File: src/rtl/uart_byte_bridge.sv
// Byte FIFO bridge from a UART receiver to a transmitter, with a per-byte send timeout.
// Optional build macro UART_BRIDGE_DIGIT_FILTER_EN: accept only ASCII '0'..'9'.
module uart_byte_bridge #(
    parameter int DEPTH          = 8,
    parameter int TIMEOUT_CYCLES = 2500000
) (
    input  logic                     hwclk,
    input  logic                     rst_n,
    input  logic                     rx_dv,
    input  logic [7:0]               rx_byte,
    input  logic                     tx_done,
    input  logic                     clr_err,
    output logic [7:0]               tx_byte,
    output logic                     tx_send,
    output logic [$clog2(DEPTH):0]   fifo_count,
    output logic                     overflow,
    output logic                     tx_timeout,
    output logic                     busy
);

    localparam int          PTR_W   = $clog2(DEPTH);
    localparam int          CNT_W   = PTR_W + 1;
    localparam logic [31:0] TO_LAST = 32'(TIMEOUT_CYCLES - 1);

    typedef enum logic [1:0] {IDLE, SEND, WAIT_DONE} state_t;

    state_t             state;
    logic [7:0]         mem [DEPTH];
    logic [PTR_W-1:0]   wr_ptr;
    logic [PTR_W-1:0]   rd_ptr;
    logic               td_meta;
    logic               tds;
    logic [31:0]        to_cnt;

    logic               accept;
    logic               full;
    logic               pop;
    logic               push;
    logic               ovf_set;
    logic               to_fire;

`ifdef UART_BRIDGE_DIGIT_FILTER_EN
    assign accept = rx_dv && (rx_byte >= 8'd48) && (rx_byte <= 8'd57);
`else
    assign accept = rx_dv;
`endif

    assign full    = (fifo_count == CNT_W'(DEPTH));
    assign pop     = (state == IDLE) && (fifo_count != '0) && tds;
    // A pop in the same cycle frees the slot, so a full FIFO still takes the byte.
    assign push    = accept && (!full || pop);
    assign ovf_set = accept && full && !pop;
    assign to_fire = (state == SEND) && tds && (to_cnt >= TO_LAST);
    assign busy    = (state != IDLE) || (fifo_count != '0);

    // tx_done comes from the baud-clock domain; idle level is high.
    always_ff @(posedge hwclk or negedge rst_n) begin
        if (!rst_n) begin
            td_meta <= 1'b1;
            tds     <= 1'b1;
        end else begin
            td_meta <= tx_done;
            tds     <= td_meta;
        end
    end

    always_ff @(posedge hwclk) begin
        if (push) begin
            mem[wr_ptr] <= rx_byte;
        end
    end

    always_ff @(posedge hwclk or negedge rst_n) begin
        if (!rst_n) begin
            wr_ptr     <= '0;
            rd_ptr     <= '0;
            fifo_count <= '0;
        end else begin
            if (push) begin
                wr_ptr <= wr_ptr + PTR_W'(1);
            end
            if (pop) begin
                rd_ptr <= rd_ptr + PTR_W'(1);
            end
            if (push && !pop) begin
                fifo_count <= fifo_count + CNT_W'(1);
            end else if (pop && !push) begin
                fifo_count <= fifo_count - CNT_W'(1);
            end
        end
    end

    always_ff @(posedge hwclk or negedge rst_n) begin
        if (!rst_n) begin
            state   <= IDLE;
            tx_send <= 1'b0;
            tx_byte <= 8'h00;
            to_cnt  <= '0;
        end else begin
            case (state)
                IDLE: begin
                    if (pop) begin
                        tx_byte <= mem[rd_ptr];
                        tx_send <= 1'b1;
                        to_cnt  <= '0;
                        state   <= SEND;
                    end
                end
                SEND: begin
                    if (!tds) begin
                        tx_send <= 1'b0;
                        state   <= WAIT_DONE;
                    end else if (to_fire) begin
                        tx_send <= 1'b0;
                        state   <= IDLE;
                    end else if (to_cnt != '1) begin
                        to_cnt <= to_cnt + 32'd1;
                    end
                end
                WAIT_DONE: begin
                    if (tds) begin
                        state <= IDLE;
                    end
                end
                default: begin
                    tx_send <= 1'b0;
                    state   <= IDLE;
                end
            endcase
        end
    end

    // Sticky flags: a set in the same cycle as clr_err takes priority.
    always_ff @(posedge hwclk or negedge rst_n) begin
        if (!rst_n) begin
            overflow   <= 1'b0;
            tx_timeout <= 1'b0;
        end else begin
            if (ovf_set) begin
                overflow <= 1'b1;
            end else if (clr_err) begin
                overflow <= 1'b0;
            end
            if (to_fire) begin
                tx_timeout <= 1'b1;
            end else if (clr_err) begin
                tx_timeout <= 1'b0;
            end
        end
    end

endmodule

File: config.mk
export PLATFORM = sky130hd
export DESIGN_NAME = uart_byte_bridge
export DESIGN_NICKNAME = d
export VERILOG_FILES = /design/src/rtl/uart_byte_bridge.sv
export SDC_FILE = /design/constraint.sdc
export NUM_CORES = 1
export LEC_CHECK = 0
export CORE_MARGIN = 5
export CORE_UTILIZATION = 59
export DETAILED_ROUTE_END_ITERATION = 12
export PLACE_DENSITY_LB_ADDON = 0.08
export REMOVE_ABC_BUFFERS = 1
export SLEW_MARGIN = 20
export SYNTH_ARGS = -nofsm -noshare
export SYNTH_HDL_FRONTEND = slang
export SYNTH_SLANG_ARGS = --single-unit
File: constraint.sdc
create_clock -name hwclk -period 3.85 [get_ports hwclk]
set_input_delay 0.5775 -clock hwclk [delete_from_list [all_inputs] [get_ports hwclk]]
set_output_delay 0.5775 -clock hwclk [all_outputs]
set_load 0.005 [all_outputs]
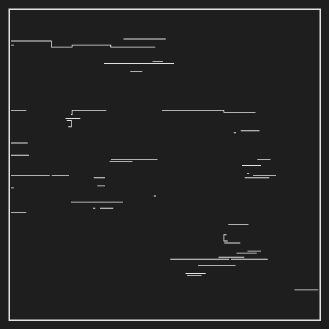
**Above:** the metal 3 layer.
Scale: 3 px per um.
- longest straight run: 23.0 um
- main direction: horizontal
- share of all routed wire: 3.7%
grt met3 use: 5.35%
via count: 3160
total wire length: 10.0 mm

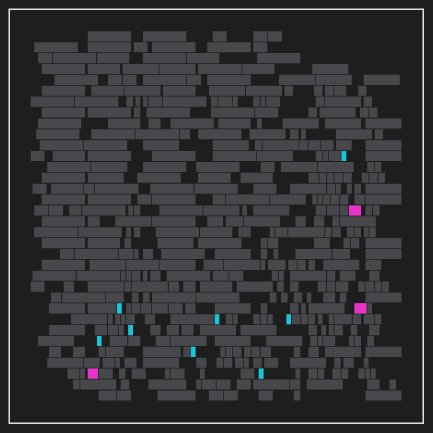
**Above:** selected gate families.
Scale: 4 px per um.
- cyan: inverters (cells 8)
- magenta: AND-OR and OR-AND gates (cells 3)
Commonest Layout Cell: edfxtp_1
logic share of the area: 27.3%

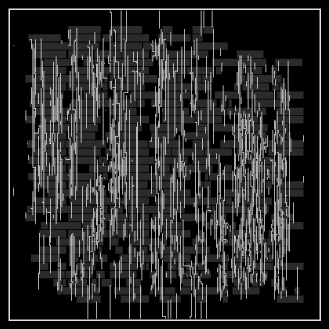
**Above:** M2 wires.
Scale: 3 px per um.
- longest straight run: 47.3 um
- nets with wire on the layer: 377
GR Layer Usage met2: 34.8%

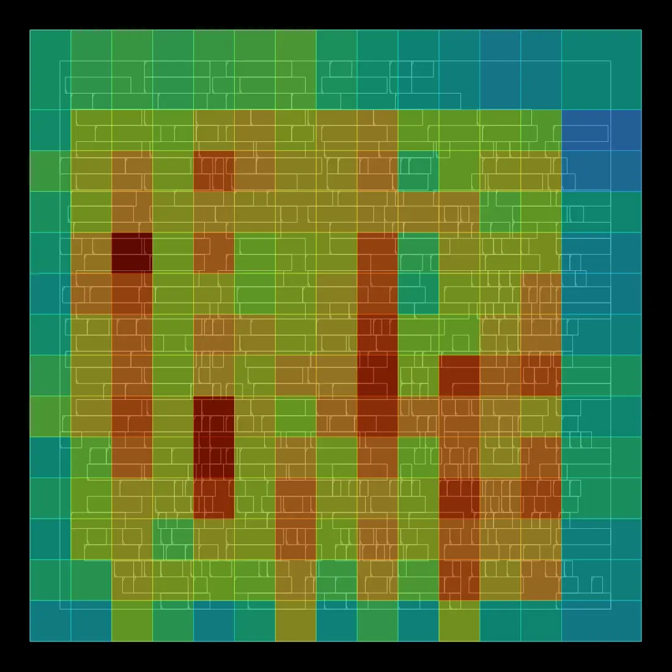
**Above:** track usage over the die.
grt met1 use: 27.3%
DR WL/cell: 18.7 um
most used routing layer: met2
Total GRT Usage: 21.2%
fin util: 71.3%

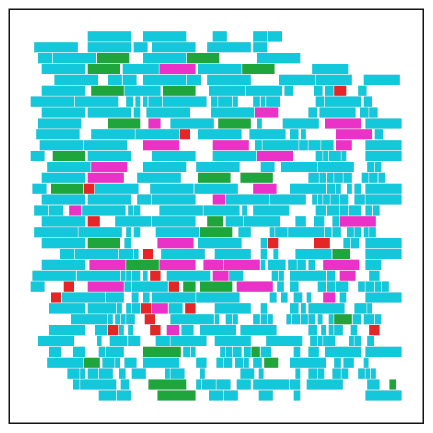
**Above:** cell sizes after repair.
Scale: 4 px per um.
- green: drive 2 (cells 27; share 6.3%)
- magenta: drive 6 and up (cells 28; share 6.5%)
- red: drive 3 to 4 (cells 17; share 4.0%)
- cyan: drive 1 or less (cells 358; share 83%)
Buffers excl. clock: 40
area delta synth->final: 19.6%

cells by family after synthesis:
group	count (synthesis)	share of synthesized area (%)
DFF	121	65.4
and+or+nand+nor	112	11.3
AOI/OAI and AO/OA	75	8.87
muxes	26	9.04
buffers and inverters	23	1.93
xor gates and xnor gates	9	1.54
adders and majority gates	7	1.86
where the power goes:
group | switching (uW) | total, uW | internal [uW] | leakage [uW]
Sequential | 264 | 1860 | 1600 | 0.00132
Clock | 651 | 1480 | 830 | 0.000274
Combinational | 502 | 1100 | 594 | 0.000758
cells in the final DEF (no fill, tap or decap), types with 9 or more instances in the layout:
cell             count
edfxtp_1            64
dfrtp_1             54
clkdlybuf4s50_1     27
nor2_1              26
nand2_1             24
o21ai_0             21
mux4_2              16
clkbuf_16           16
and2_1              15
a21oi_1             15
buf_4               12
nand3_1             11
o21ai_1              9
o31ai_1              9
a31oi_1              9
per-layer routing:
metal  vias to the layer above  global-route usage [%]  part of all wire [%]
li1                       1505                       -                     -
met4                         0                    8.37                   1.2
met2                        77                    34.8                    52
met1                      1570                    27.3                    43
met5                         -                       0                     0
met3                         8                    5.35                   3.6
stage by stage:
stage | instances | instance area (um2) | util [%] | hold WS, ps
3_5_place_dp | 506 | 5550 | 64.6 | 350
5_1_grt | 538 | 6120 | 71.3 | 81.2
4_1_cts | 538 | 6120 | 71.2 | 47.8
6_report | 538 | 6120 | 71.3 | 52.0
2_1_floorplan | 358 | 5050 | - | 282
3_3_place_gp | 506 | 5550 | 64.6 | 348
state kept, by name (all words and copies together) (netlist names):
register,flops
tds,1
mem,64
tx_byte,8
to_cnt,32
state,2
fifo_count,4
overflow,1
tx_send,1
wr_ptr,3
td_meta,1
tx_timeout,1
rd_ptr,3
cell type report:
class	count	area (um2)	share of cell area [%]
Sequential cell	121	3350	54.7
Multi-Input combinational cell	229	1670	27.3
Clock buffer	17	414	6.76
Timing Repair Buffer	40	365	5.97
Clock inverter	15	154	2.51
Tap cell	108	135	2.21
Inverter	8	30.0	0.490
worst paths after layout:
kind                                 endpoint  slack [ps]  cells after the start
max in group asynchronous           to_cnt[6]        2920                      2
worst max register to register  fifo_count[3]         870                     14
worst min-delay path               to_cnt[11]          50                      1
min in group hwclk                        tds         360                      0
worst max-delay path            fifo_count[3]         870                     14
worst min register to register            tds         360                      0
worst register-to-register path, delay by kind of cell (launching register included):
kind | cells | cell delay (ps)
buf+inv | 3 | 370
fa+ha+maj | 2 | 450
xor+xnor | 2 | 270
simple gates | 4 | 800
compound gates | 3 | 500
flops | 1 | 460
cell usage after synthesis (2+ instances only):
library cell / n
edfxtp_1: 64
dfrtp_1: 55
nor2_1: 26
nand2_1: 24
o21ai_0: 21
mux4_2: 16
a21oi_1: 15
and2_1: 15
nand3_1: 11
a31oi_1: 9
clkbuf_1: 9
o21ai_1: 9
o31ai_1: 9
inv_1: 8
mux2i_1: 8
nor3_1: 7
xnor2_1: 7
and3_1: 6
ha_1: 6
nor4_1: 5
buf_2: 4
nand2b_1: 4
nand4_1: 3
a211o_1: 2
dfstp_2: 2
mux2_2: 2
nor2b_1: 2
o41ai_1: 2
xor2_1: 2
==> flow_summary.yaml <==
# yosys + openroad results
cells_and_area:
  layout-drive-gt1-share_pct: 16.7
  nFillCells: 588
synth:
  ys_types: 49
  ys_area_um2: 5120
  yosysTopAreaCellShare_pct: 37.5
  synth_top_cell_by_area: "edfxtp_1"
  netlist_instances: 373
sta:
  slew_headroom_pct: 44.4
  fmax_mhz: 336
  rsz0062_at_grt: "false"
  fin_crit_sh_pct: 77.4
  setup_viol: 0
cts:
  post_cts_buffers: 0
  cts_sinks: 121
  htreeDepth: 4
drt:
  drt.antenna.violating_nets: 0
  first_iter_violations: 185
placement:
  gp_congestion: 0.795
floorplanning:
  pin_count: 29
power:
  vdd.ir_drop.worst_uv: 475
critical_path:
  critPathKind: "flop to flop"
  crit_chain: "nor4_1 -> nor3b_1 -> nor2b_2 -> o21ai_1 -> buf_4 -> inv_1 -> ha_1 -> inv_1 -> ha_1 -> a21o_1 -> a21oi_1 -> xnor2_1 -> nor2_1 -> xor2_1"
  path_buffers: 3
outcome:
  status: "finished clean"
Power figures rest on the tool's default switching activity, not on a simulated workload.
